File: config.mk
export PLATFORM = sky130hd
export DESIGN_NAME = spmv_axi_rd_arbiter
export DESIGN_NICKNAME = d
export VERILOG_FILES = /design/src/rtl/spmv_axi_pkg.sv /design/src/rtl/spmv_rr_arbiter.sv /design/src/rtl/spmv_axi_rd_arbiter.sv
export SDC_FILE = /design/constraint.sdc
export NUM_CORES = 1
export LEC_CHECK = 0
export ABC_AREA = 1
export CORE_AREA = 2 2 181 183
export DETAILED_ROUTE_END_ITERATION = 8
export DIE_AREA = 0 0 183 185
export HOLD_SLACK_MARGIN = 0.02
export PLACE_DENSITY_LB_ADDON = 0.2
export SLEW_MARGIN = 20
export SYNTH_ARGS = -nofsm -noshare
export SYNTH_HDL_FRONTEND = slang
export SYNTH_SLANG_ARGS = --single-unit
File: constraint.sdc
create_clock -name clk -period 3.9 [get_ports clk]
set_clock_uncertainty 0.15 [all_clocks]
set_input_delay 0.78 -clock clk [delete_from_list [all_inputs] [get_ports clk]]
set_output_delay 0.78 -clock clk [all_outputs]
set_load 0.05 [all_outputs]
File: src/rtl/spmv_axi_pkg.sv
// Shared AXI constants and helpers for the SpMV AXI read path.
//   AXI_BURST_INCR : arburst encoding for incrementing bursts
//   AXI_RESP_OKAY  : rresp encoding for a normal beat
//   CNT_W          : width of the per-requester outstanding-burst counters (cap <= 15)
//   clog2()        : ceiling log2 for elaboration-time widths
package spmv_axi_pkg;

  localparam logic [1:0] AXI_BURST_INCR = 2'b01;
  localparam logic [1:0] AXI_RESP_OKAY  = 2'b00;
  localparam int unsigned CNT_W = 4;

  function automatic int unsigned clog2(input int unsigned value);
    int unsigned result;
    result = 0;
    for (int unsigned v = value - 1; v > 0; v = v >> 1) begin
      result++;
    end
    return result;
  endfunction

endpackage

File: src/rtl/spmv_rr_arbiter.sv
// Combinational round-robin arbiter.
//   req         : request vector
//   last_grant  : index granted most recently; search starts just after it
//   grant       : one-hot grant (zero when nothing requests)
//   grant_idx   : index of the granted requester
//   grant_valid : some requester was granted
module spmv_rr_arbiter
  import spmv_axi_pkg::*;
#(
  parameter  int unsigned NUM_REQ = 4,
  localparam int unsigned IDX_W   = clog2(NUM_REQ)
) (
  input  logic [NUM_REQ-1:0] req,
  input  logic [IDX_W-1:0]   last_grant,
  output logic [NUM_REQ-1:0] grant,
  output logic [IDX_W-1:0]   grant_idx,
  output logic               grant_valid
);

  logic [IDX_W-1:0] idx;

  // Visit last_grant+1 .. last_grant+NUM_REQ (mod NUM_REQ); the previous
  // winner is examined last, so it only wins again when it is alone.
  always_comb begin
    grant       = '0;
    grant_idx   = '0;
    grant_valid = 1'b0;
    idx         = '0;
    for (int unsigned off = 1; off <= NUM_REQ; off++) begin
      idx = IDX_W'((32'(last_grant) + off) % NUM_REQ);
      if (!grant_valid && req[idx]) begin
        grant_valid = 1'b1;
        grant_idx   = idx;
        grant[idx]  = 1'b1;
      end
    end
  end

endmodule

File: src/rtl/spmv_axi_rd_arbiter.sv
// Shares one AXI4 read master among NUM_REQ SpMV read requesters
// (colIndex / Xi fetchers). Round-robin AR arbitration, per-requester
// outstanding-burst cap, R beats routed back by ID (arid = requester index).
//   clk, rstn                 : clock, synchronous active-low reset
//   s_arvalid/arready/araddr/arlen : per-requester AR (packed address/length)
//   s_rvalid/rready           : per-requester R handshake
//   s_rdata/rresp/rlast       : broadcast R payload
//   m_ar*                     : AXI AR channel toward memory (registered)
//   m_r*                      : AXI R channel from memory
//   outst_busy                : requester has at least one burst in flight
//   err_sticky                : bad rid, non-OKAY rresp or counter underflow seen
module spmv_axi_rd_arbiter
  import spmv_axi_pkg::*;
#(
  parameter int unsigned NUM_REQ   = 4,
  parameter int unsigned ADDR_W    = 48,
  parameter int unsigned DATA_W    = 64,
  parameter int unsigned ID_W      = 3,
  parameter int unsigned MAX_OUTST = 8
) (
  input  logic                      clk,
  input  logic                      rstn,
  input  logic [NUM_REQ-1:0]        s_arvalid,
  output logic [NUM_REQ-1:0]        s_arready,
  input  logic [NUM_REQ*ADDR_W-1:0] s_araddr,
  input  logic [NUM_REQ*8-1:0]      s_arlen,
  output logic [NUM_REQ-1:0]        s_rvalid,
  input  logic [NUM_REQ-1:0]        s_rready,
  output logic [DATA_W-1:0]         s_rdata,
  output logic [1:0]                s_rresp,
  output logic                      s_rlast,
  output logic [ID_W-1:0]           m_arid,
  output logic [ADDR_W-1:0]         m_araddr,
  output logic [7:0]                m_arlen,
  output logic [2:0]                m_arsize,
  output logic [1:0]                m_arburst,
  output logic                      m_arvalid,
  output logic                      m_arlock,
  output logic [3:0]                m_arcache,
  output logic [2:0]                m_arprot,
  output logic [3:0]                m_arqos,
  input  logic                      m_arready,
  input  logic [ID_W-1:0]           m_rid,
  input  logic [DATA_W-1:0]         m_rdata,
  input  logic [1:0]                m_rresp,
  input  logic                      m_rlast,
  input  logic                      m_rvalid,
  output logic                      m_rready,
  output logic [NUM_REQ-1:0]        outst_busy,
  output logic                      err_sticky
);

  localparam int unsigned IDX_W = clog2(NUM_REQ);

  logic [CNT_W-1:0]   cnt      [NUM_REQ];
  logic [CNT_W-1:0]   cnt_next [NUM_REQ];
  logic [NUM_REQ-1:0] eligible;
  logic [NUM_REQ-1:0] arb_req;
  logic [NUM_REQ-1:0] grant;
  logic [IDX_W-1:0]   grant_idx;
  logic               grant_valid;
  logic [IDX_W-1:0]   last_grant;
  logic               slot_free;
  logic [ADDR_W-1:0]  sel_addr;
  logic [7:0]         sel_len;
  logic               rid_ok;
  logic [IDX_W-1:0]   rid_idx;
  logic [NUM_REQ-1:0] rd_done;
  logic               underflow;
  logic               err_set;

  assign m_arsize  = 3'(clog2(DATA_W / 8));
  assign m_arburst = AXI_BURST_INCR;
  assign m_arlock  = 1'b0;
  assign m_arcache = '0;
  assign m_arprot  = '0;
  assign m_arqos   = '0;

  // ---------------- AR arbitration ----------------
  assign slot_free = !m_arvalid || m_arready;

  always_comb begin
    eligible = '0;
    for (int unsigned i = 0; i < NUM_REQ; i++) begin
      eligible[i] = s_arvalid[i] && (cnt[i] < CNT_W'(MAX_OUTST));
    end
  end

  // Gating with rstn keeps s_arready low while reset is held.
  assign arb_req = (rstn && slot_free) ? eligible : '0;

  spmv_rr_arbiter #(.NUM_REQ(NUM_REQ)) u_rr (
    .req         (arb_req),
    .last_grant  (last_grant),
    .grant       (grant),
    .grant_idx   (grant_idx),
    .grant_valid (grant_valid)
  );

  assign s_arready = grant;

  always_comb begin
    sel_addr = '0;
    sel_len  = '0;
    for (int unsigned i = 0; i < NUM_REQ; i++) begin
      if (grant[i]) begin
        sel_addr = s_araddr[i*ADDR_W +: ADDR_W];
        sel_len  = s_arlen[i*8 +: 8];
      end
    end
  end

  always_ff @(posedge clk) begin
    if (!rstn) begin
      m_arvalid  <= 1'b0;
      m_arid     <= '0;
      m_araddr   <= '0;
      m_arlen    <= '0;
      last_grant <= '0;
    end else if (grant_valid) begin
      m_arvalid  <= 1'b1;
      m_arid     <= ID_W'(grant_idx);
      m_araddr   <= sel_addr;
      m_arlen    <= sel_len;
      last_grant <= grant_idx;
    end else if (m_arready) begin
      m_arvalid  <= 1'b0;
    end
  end

  // ---------------- R demux ----------------
  assign rid_ok  = 32'(m_rid) < NUM_REQ;
  assign rid_idx = m_rid[IDX_W-1:0];

  // Beats with an unknown ID are accepted and discarded so the bus never stalls.
  assign m_rready = rid_ok ? s_rready[rid_idx] : 1'b1;
  assign s_rdata  = m_rdata;
  assign s_rresp  = m_rresp;
  assign s_rlast  = m_rlast;

  always_comb begin
    s_rvalid = '0;
    for (int unsigned i = 0; i < NUM_REQ; i++) begin
      s_rvalid[i] = m_rvalid && rid_ok && (rid_idx == IDX_W'(i));
    end
  end

  // ---------------- outstanding counters ----------------
  always_comb begin
    rd_done   = '0;
    underflow = 1'b0;
    for (int unsigned i = 0; i < NUM_REQ; i++) begin
      cnt_next[i] = cnt[i];
      rd_done[i]  = s_rvalid[i] && m_rready && m_rlast;
      if (s_arready[i] && !rd_done[i]) begin
        cnt_next[i] = cnt[i] + 1'b1;
      end else if (!s_arready[i] && rd_done[i]) begin
        if (cnt[i] == '0) begin
          underflow = 1'b1;
        end else begin
          cnt_next[i] = cnt[i] - 1'b1;
        end
      end
    end
  end

  assign err_set = underflow
                || (m_rvalid && !rid_ok)
                || (m_rvalid && m_rready && (m_rresp != AXI_RESP_OKAY));

  always_ff @(posedge clk) begin
    if (!rstn) begin
      for (int unsigned i = 0; i < NUM_REQ; i++) begin
        cnt[i] <= '0;
      end
      err_sticky <= 1'b0;
    end else begin
      for (int unsigned i = 0; i < NUM_REQ; i++) begin
        cnt[i] <= cnt_next[i];
      end
      if (err_set) begin
        err_sticky <= 1'b1;
      end
    end
  end

  always_comb begin
    outst_busy = '0;
    for (int unsigned i = 0; i < NUM_REQ; i++) begin
      outst_busy[i] = (cnt[i] != '0);
    end
  end

endmodule

==> run notes, run 1 <==
yosys + openroad results -> internal power 0.00452 W, synth cell count leaders nand2_1 (379), a21oi_1 (183), inv_1 (101), area fraction in mux cells less than 1%, HPWL after DPL just over 20000 um, reg-to-reg slack, setup approximately 0.44 ns, post-synth top area cell dfxtp_1, Post-Syn Instances 1087, worst-margin pin slew 0.817 ns, Die Width between 150 and 200 um, HP Class flip-flop to flip-flop, first-pass GRT wire length between 40000 and 50000 um, Area Growth Syn to Fin 51.6%, worst hold start m_araddr[16], Synth Seq Share between 20% and 30%, sequential share of cell area between 10% and 20%, critical path launch point m_arready, max_cap viols 0, RePlAce Congestion ~0.89, Layout Nets 1659, signal buffers share of area 35.1%, Seq cells between 70 and 80, number of cells in Yosys stat around 1100, Fillers roughly 3500, max_slew headroom between 40% and 50%, I/O pin count ~460, Worst EP required just under 3 ns, CP startpoint kind input port, Area leader share between 20 and 25%, row cnt ~66, R2R Path End cnt[3][3], total track usage between 10% and 20%, sequential power share around an eighth, initial antenna violation count 3, leakage 4.58 nW, worst slack, placed -0.0789 ns, CTS tree yes, top cell type by instance count after synthesis nand2_1, vias in the first global route 6999, Signal buffers about 350, largest net degree at the start of global routing about 63, crit end category primary output, ClkCell Share 2.77%, Compound Share, Synth between 10% and 20%, n_diodes 1, most frequent CP cell nand2_4, Critical Path, Cell by Cell clkdlybuf4s50_1, inv_2, nand2_2, nand3_1, nand2_1, buf_4, nand3_2, nand2_4, nor2_4, nand4_1, nand2_4, buf_6, buf_12, Logic Gate Count between 700 and 800, Syn. warnings 0, run status complete, no violations, Placed Cells around 1700, RSZ-0062 raised after global routing false, mapped cell area around 6700 um2, path depth of the worst reg2reg path 17, # hold bufs at CTS 0
## run 1: metal layers
layer	vias up	routed length [um]	GRT usage (%)
met5	-	23	0
met4	4	710	5.47
met3	42	2410	5.43
met2	295	13300	28.0
met1	3241	11100	17.3
li1	3796	-	-
## run 1: power groups by stage
stage	clock network (W)	logic (W)	registers, W
3_5_place_dp	0	0.00830	0.00131
5_1_grt	0.000908	0.00928	0.00133
2_1_floorplan	0	0.00521	0.00197
4_1_cts	0.000887	0.00833	0.00129
6_report	0.000831	0.00821	0.00129
3_3_place_gp	0	0.00830	0.00131
## run 1: state kept, by name (all words and copies together), names as in the netlist
name	cells
m_arlen	8
m_arvalid	1
err_sticky	1
cnt	16
m_arid	2
m_araddr	48
## run 1: cells in the final DEF (no fill, tap or decap), types with 2 or more instances in the layout
cell | Yosys | final
conb_1 | 2 | 18
fa_1 | 4 | 4
nor3_1 | 3 | 3
dfxtp_1 | 76 | 74
nand4_1 | 5 | 5
nand3_1 | 20 | 20
nor2_1 | 32 | 30
or2_2 | 7 | 7
or2_0 | 31 | 31
inv_1 | 101 | 101
clkdlybuf4s50_1 | 0 | 308
buf_12 | 0 | 8
ha_1 | 23 | 23
nand2_1 | 379 | 378
o21ai_0 | 17 | 17
dfxtp_2 | 0 | 2
buf_4 | 88 | 34
nor2_4 | 1 | 2
xnor2_1 | 4 | 4
nor4_1 | 3 | 3
a31oi_1 | 3 | 3
buf_6 | 13 | 2
or2_1 | 18 | 18
a21oi_1 | 183 | 183
a21o_1 | 2 | 2
clkbuf_16 | 0 | 9
inv_2 | 5 | 5
nand3_2 | 4 | 4
a211oi_1 | 6 | 5
nand2_2 | 5 | 5
clkinvlp_4 | 0 | 3
nand2_4 | 2 | 3
Run 1, clock network drawn from the DEF:
The bar under the picture is 50 um long.
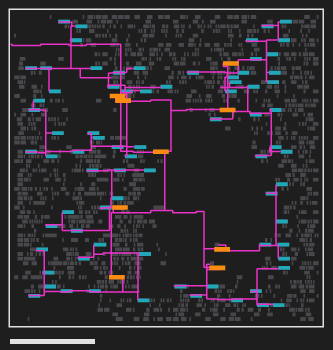
Key: clock-net drivers = orange [count 9]; clock wires = magenta [length 1620 um]; flip-flops = cyan [count 76]
There are 10 routed clock nets.
Latency at later pin: 0.35 ns
power in the clock group: 0.000831 W
Clk pwr share: 8.0%

Run 1, sequential cells grouped by signal name:
The bar under the picture is 50 um long. Other sequential cells in the stronger grey, the rest of the logic in the fainter grey.
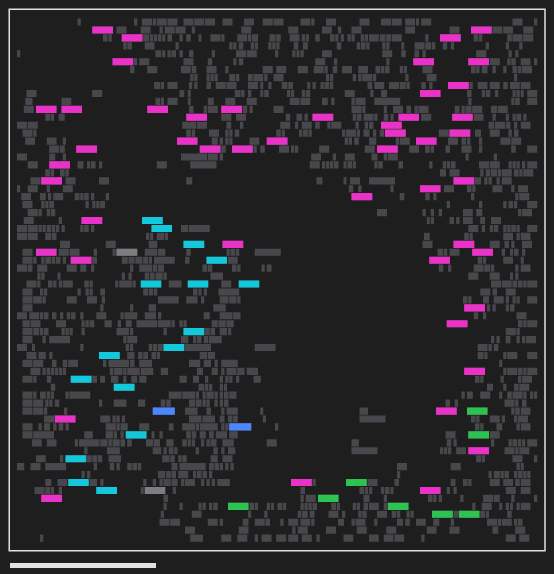
Key: cnt = cyan [flops 16]; m_arlen = green [flops 8, where south-east]; m_araddr = magenta [flops 48, where widely spread]; m_arid = blue [flops 2]
Another 2 sequential cells are not coloured.

Run 1, wire density map:
The die is cut into 37 by 37 equal tiles; dark blue is low, red is high, scaled to the fullest tile. Values are wire area over tile area, all layers added.
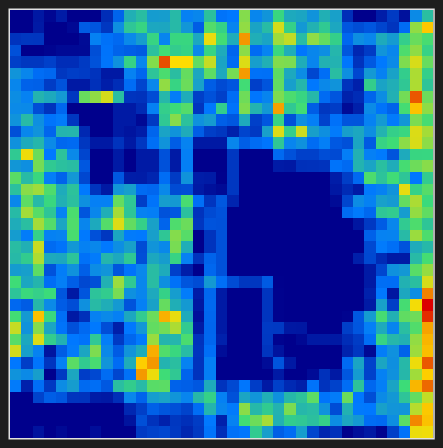
The mean over all tiles is 0.14. The emptiest ninth of the die: centre. 14% of the tiles are over half the peak. 19% of the tiles are nearly empty. The densest ninth of the die: north. The fullest tile reaches 0.53.

==> inputs of run 2 (changes only) <==
- SLEW_MARGIN: 20 -> 30
Run 2, placed standard cells:
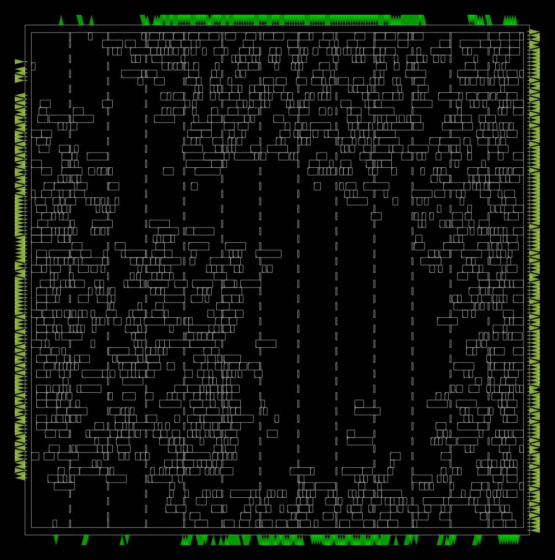
row cnt: 66
# Taps: 408

==> run 2 against run 1 <==
Core utilization is the same. Critical path depth stayed put. Final cell count unchanged. Setup slack unchanged. Highest routed layer unchanged.
==> run notes, run 2 <==
yosys + openroad results -> run status complete, no violations, antenna-violating nets left 0, reg-to-reg slack, setup roughly 0.44 ns, first-pass GRT wire length 40400 um, final global-route overflow total 0, CP startpoint kind input port, power per cell area 1020 nW/um2, Tool Warnings 36, Chip Height about 190 um, post-synth top area cell dfxtp_1, Final Slew Violations 0, H-Tree Level Count 3, WP data arrival 2.81 ns, IO buf count roughly 320, Final Routed Wirelength approximately 28000 um, DR pass1 iterations 5, top cells, area dfxtp_1 (23%), nand2_1 (21%), a21oi_1 (14%), buf_4 (9.9%), inv_1 (5.7%), Synth async-reset ratio 0%, Max clock buf depth 2, # resized after CTS 0, Post-Syn Instances approximately 1100, Area Growth Syn to Fin 51.6%, worst hold start m_araddr[16], I/O pin count roughly 460, max_slew headroom 45.5%, leakage 4.58 nW, final hold vios 0, largest net degree at the start of global routing 63, RSZ-0062 raised after global routing false, most numerous logic cell after layout nand2_1, setup bufs post-CTS 0, Yosys Chip Area 6650 um2, vias in the first global route ~7000, vias about 7400, crit end category primary output, HP Class flip-flop to flip-flop, HPWL after DPL 20400 um, worst-margin pin slew between 0.8 and 0.9 ns, path depth of the worst reg2reg path 17, Placement Cell Area a little under 10000 um2, worst setup path end s_arready[2], mapped cell area around 6700 um2, Area leader share between 20% and 30%, R2R Path End cnt[3][3], max_cap viols 0, total track usage between 10% and 20%, clock sink count 76, Avg Cell Area, Syn 6.12 um2, Top reg by flops m_araddr, fraction of layout cells with a size suffix above 1 6.91%, Die Size between 30000 and 40000 um2, count of final setup violators 0, Syn. warnings 0, Worst EP required roughly 3.0 ns, number of cells in Yosys stat 1087, final hold slack 0.312 ns, EDFF count, synth 0, Initial Util around a fifth, Worst VDD drop roughly 0.47 mV, RePlAce Congestion between 0.8 and 0.9, Die Width roughly 180 um, top cell type by instance count after synthesis nand2_1, Latency at later pin 0.35 ns, most frequent cells in the layout nand2_1 (378), clkdlybuf4s50_1 (308), a21oi_1 (183), initial antenna violation count 3, CTS Buf Count 9, Reg2Reg Launch Point m_arid[1], biggest regs m_araddr: 48 flops, cnt: 16 flops, m_arlen: 8 flops, Hold Crit Depth 2, CTS tree yes, Layout Nets 1659, vias per cell 4.24, worst slack, placed -0.0789 ns, max FFs per register between 40 and 50, synth cell count leaders nand2_1 (379), a21oi_1 (183), inv_1 (101), setup slack after layout approximately 0.16 ns, Synth Seq Share 22.9%, Top FF cell, synth dfxtp_1, CTS root buffer clkbuf_16, # hold bufs at CTS 0, critical path launch point m_arready
## run 2: cell type report
| type | count | area (um2) |
|---|---|---|
| sequential | 76 | 1520 |
| tap | 408 | 510 |
| clock inverter | 5 | 36.3 |
| fill | 3514 | 22000 |
| timing repair buffer | 353 | 3530 |
| clock buffer | 11 | 243 |
| multi-input combinational | 780 | 3830 |
| inverter | 106 | 398 |
| antenna | 1 | 2.50 |
## run 2: routing by layer
| layer | wire [um] | vias up | track usage, % |
|---|---|---|---|
| li1 | - | 3796 | - |
| met5 | 23 | - | 0 |
| met1 | 11100 | 3241 | 17.3 |
| met2 | 13300 | 295 | 28.0 |
| met4 | 710 | 4 | 5.47 |
| met3 | 2410 | 42 | 5.43 |
## run 2: kinds of logic after synthesis
family	count (synthesis)	synth area share, %
buffers and inverters	247	20.8
AND/OR/NAND/NOR	512	32.9
AND-OR/OR-AND	218	17.1
adder cells (fa/ha/maj)	27	5.53
flip-flops	76	22.9
other	2	0.113
XOR/XNOR	4	0.527
multiplexers	1	0.151
## run 2: critical path, stage by stage
cell and delay, ns:
clkdlybuf4s50_1 0.41, inv_2 0.08, nand2_2 0.10, nand3_1 0.13
nand2_1 0.09, buf_4 0.15, nand3_2 0.09, nand2_4 0.08
nor2_4 0.20, nand4_1 0.17, nand2_4 0.12, buf_6 0.22
buf_12 0.17
## run 2: per-stage QoR
stage                     power, W  instances  TNS [ns]
after floorplan            0.00718       1103         0
after global placement     0.00961       1723    -0.382
after detailed placement   0.00961       1723    -0.725
after CTS                   0.0105       1739         0
after global routing        0.0115       1739         0
final                       0.0103       1740         0
## run 2: report_power, final
part | switching [W] | internal (W)
combinational | 0.00523 | 0.00298
sequential | 0.000195 | 0.00109
clock | 0.000380 | 0.000451
Run 2, cell sizes after repair:
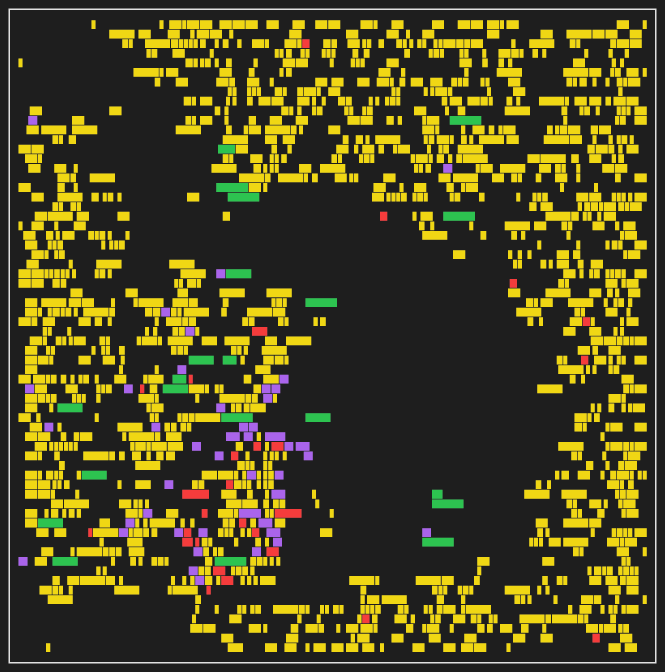

==> inputs of run 3 (changes only) <==
- CAP_MARGIN: unset -> 25
- PLACE_DENSITY: unset -> 0.5
- PLACE_DENSITY_LB_ADDON: 0.2 -> unset
Run 3, cell sizes after repair:
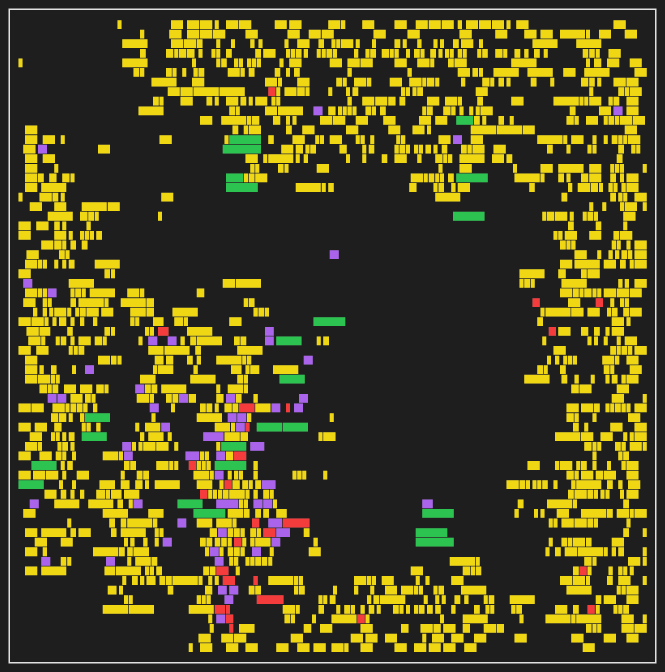
Key: x2 = red [cells 27]; x6 and larger = green [cells 23]; x1 and smaller = yellow [cells 1237]; x3 and x4 = purple [cells 55]

==> run 3 against run 2 <==
Register-to-register slack better by 0.11 ns. Via count is 0.12% higher. Maximum frequency is 1.4% higher. Flip-flop count stayed put. Largest cell class unchanged. Die area stayed put. Clock power is 18% higher. Critical path depth stayed put. Combinational power is 1% higher. Sequential share of layout area is 0.24 points lower. Critical path type unchanged. Highest routed layer unchanged.
==> run notes, run 3 <==
yosys + openroad results -> first-pass GRT wire length 40700 um, max_slew headroom between 40% and 50%, Simple-Gate Area Share 32.9%, synth cell count leaders nand2_1 (379), a21oi_1 (183), inv_1 (101), crit end category primary output, Yosys Chip Area ~6700 um2, Die Size approximately 34000 um2, leakage 4.67 nW, final hold vios 0, WP data arrival between 2 and 3 ns, Avg Cell Area, Syn between 6 and 7 um2, Tool Warnings 36, Critical Path, Cell by Cell clkdlybuf4s50_1, inv_2, nand2_2, nand3_1, nand2_1, buf_4, nand3_2, nand2_4, nor2_4, nand3_2, o21ai_4, buf_12, buf_12, #FFs+latches synth 76, HPWL after DPL approximately 21000 um, # hold bufs at CTS 0, reg-to-reg slack, setup around 0.55 ns, Max clock buf depth 2, Synth Seq Share between 20% and 30%, biggest regs m_araddr: 48 flops, cnt: 16 flops, m_arlen: 8 flops, I/O pin count 464, Worst VDD drop around 0.57 mV, Fillers 3518, Latency at later pin around 0.35 ns, most numerous logic cell after layout nand2_1, Post-Syn Instances about 1100, CTS tree yes, max FFs per register ~48, path depth of the worst reg2reg path 17, largest net degree at the start of global routing around 63, clock sink count 76, Area leader share ~23%, vias about 7400, RSZ-0062 raised after global routing false, final global-route overflow total 0, Final Non-Filler Cells 1751, Main logic family simple AND/OR/NAND/NOR gates, Hold Crit Depth 2, DR pass1 iterations 4, Syn. warnings 0, antenna-violating nets left 0, worst hold start m_araddr[21], CTS root buffer clkbuf_16, Synth async-reset ratio 0%, EDFF count, synth 0, run status complete, no violations, Final Routed Wirelength 27800 um, Initial Util 20.8%, worst-margin pin slew 0.795 ns, Placement Cell Area 9860 um2, Chip Height roughly 190 um, CP startpoint kind input port, RePlAce Congestion about 0.84, fa+ha+maj area frac under 10%, area fraction in mux cells 0.151%, number of cells in Yosys stat approximately 1100, HP Class flip-flop to flip-flop, total power about 0.011 W, post-synth top area cell dfxtp_1, Top FF cell, synth dfxtp_1, H-Tree Level Count 3, top cell type by instance count after synthesis nand2_1, Final Slew Violations 0, vias in the first global route 7233, row cnt between 60 and 70, Die Width roughly 180 um, most frequent cells in the layout nand2_1 (378), clkdlybuf4s50_1 (308), a21oi_1 (182), setup bufs post-CTS 0, R2R Path End cnt[3][3], IO buf count roughly 320, power per cell area 1030 nW/um2, vias per cell 4.22, top cells, area dfxtp_1 (23%), nand2_1 (21%), a21oi_1 (14%), buf_4 (9.9%), inv_1 (5.7%), Critical Path Max Stage Delay 0.41 ns, total track usage 15.7%, initial antenna violation count 1, Reg2Reg Launch Point m_arid[1], worst slack, placed -0.112 ns, Top reg by flops m_araddr, fraction of layout cells with a size suffix above 1 ~7.8%, Worst EP required around 3 ns, setup slack after layout approximately 0.21 ns, final hold slack between 0.3 and 0.4 ns, Layout Nets roughly 1700, setup TNS 0 ns, Synth Area in XOR/XNOR less than 1%, count of final setup violators 0, mapped cell area approximately 6700 um2, Compound Share, Synth between 10% and 20%
[run 3: cells by family (layout without fill, tap and decap cells)]
logic type	count (synthesis)	in the layout
xor gates and xnor gates	4	4
buffers and inverters	247	486
AOI/OAI and AO/OA	218	218
muxes	1	1
adders and majority gates	27	27
and+or+nand+nor	512	512
other	2	19
DFF	76	76
[run 3: report_power, final]
group | switching, W | internal (W)
registers | 0.000195 | 0.00109
clock network | 0.000381 | 0.000598
logic | 0.00526 | 0.00306
total | 0.00584 | 0.00475
[run 3: critical path: cells and delay by family]
family | cells | cell delay [ns]
buffers and inverters | 5 | 1.03
AND/OR/NAND/NOR | 7 | 0.76
AND-OR/OR-AND | 1 | 0.17
[run 3: area by class of cell]
class                   count  area (um2)  share of cell area (%)
clock buffers              11         253                    2.47
flip-flops and latches     76        1520                    14.9
inverters                 106         398                    3.88
diodes                      1        2.50                  0.0244
multi-input cells         780        3840                    37.5
clock inverters             5        83.8                   0.818
well taps                 408         510                    4.98
repair buffers            364        3630                    35.5
[run 3: layer usage]
layer | GRT usage [%] | routed length [um]
met4 | 4.42 | 338
met2 | 29.2 | 14000
met5 | 0 | 12
met1 | 17.7 | 11100
met3 | 4.11 | 2250
[run 3: what timing repair did]
item / 4_1_cts / 5_1_grt
pin swaps: 0 / 1
setup endpoints to repair: 2 / 4
resized: 2 / 10
[run 3: worst max path at each step]
stage	start	to	slack (ns)
5_1_grt	s_arvalid[2]	cnt[0][3]	0.01
3_5_place_dp	rstn	cnt[3][3]	-0.11
4_1_cts	rstn	s_arready[3]	0.05
2_1_floorplan	m_arid[1]	cnt[3][3]	0.13
6_report	m_arready	s_arready[3]	0.21
3_3_place_gp	rstn	cnt[3][3]	-0.11
Power and IR drop assume default switching activity.
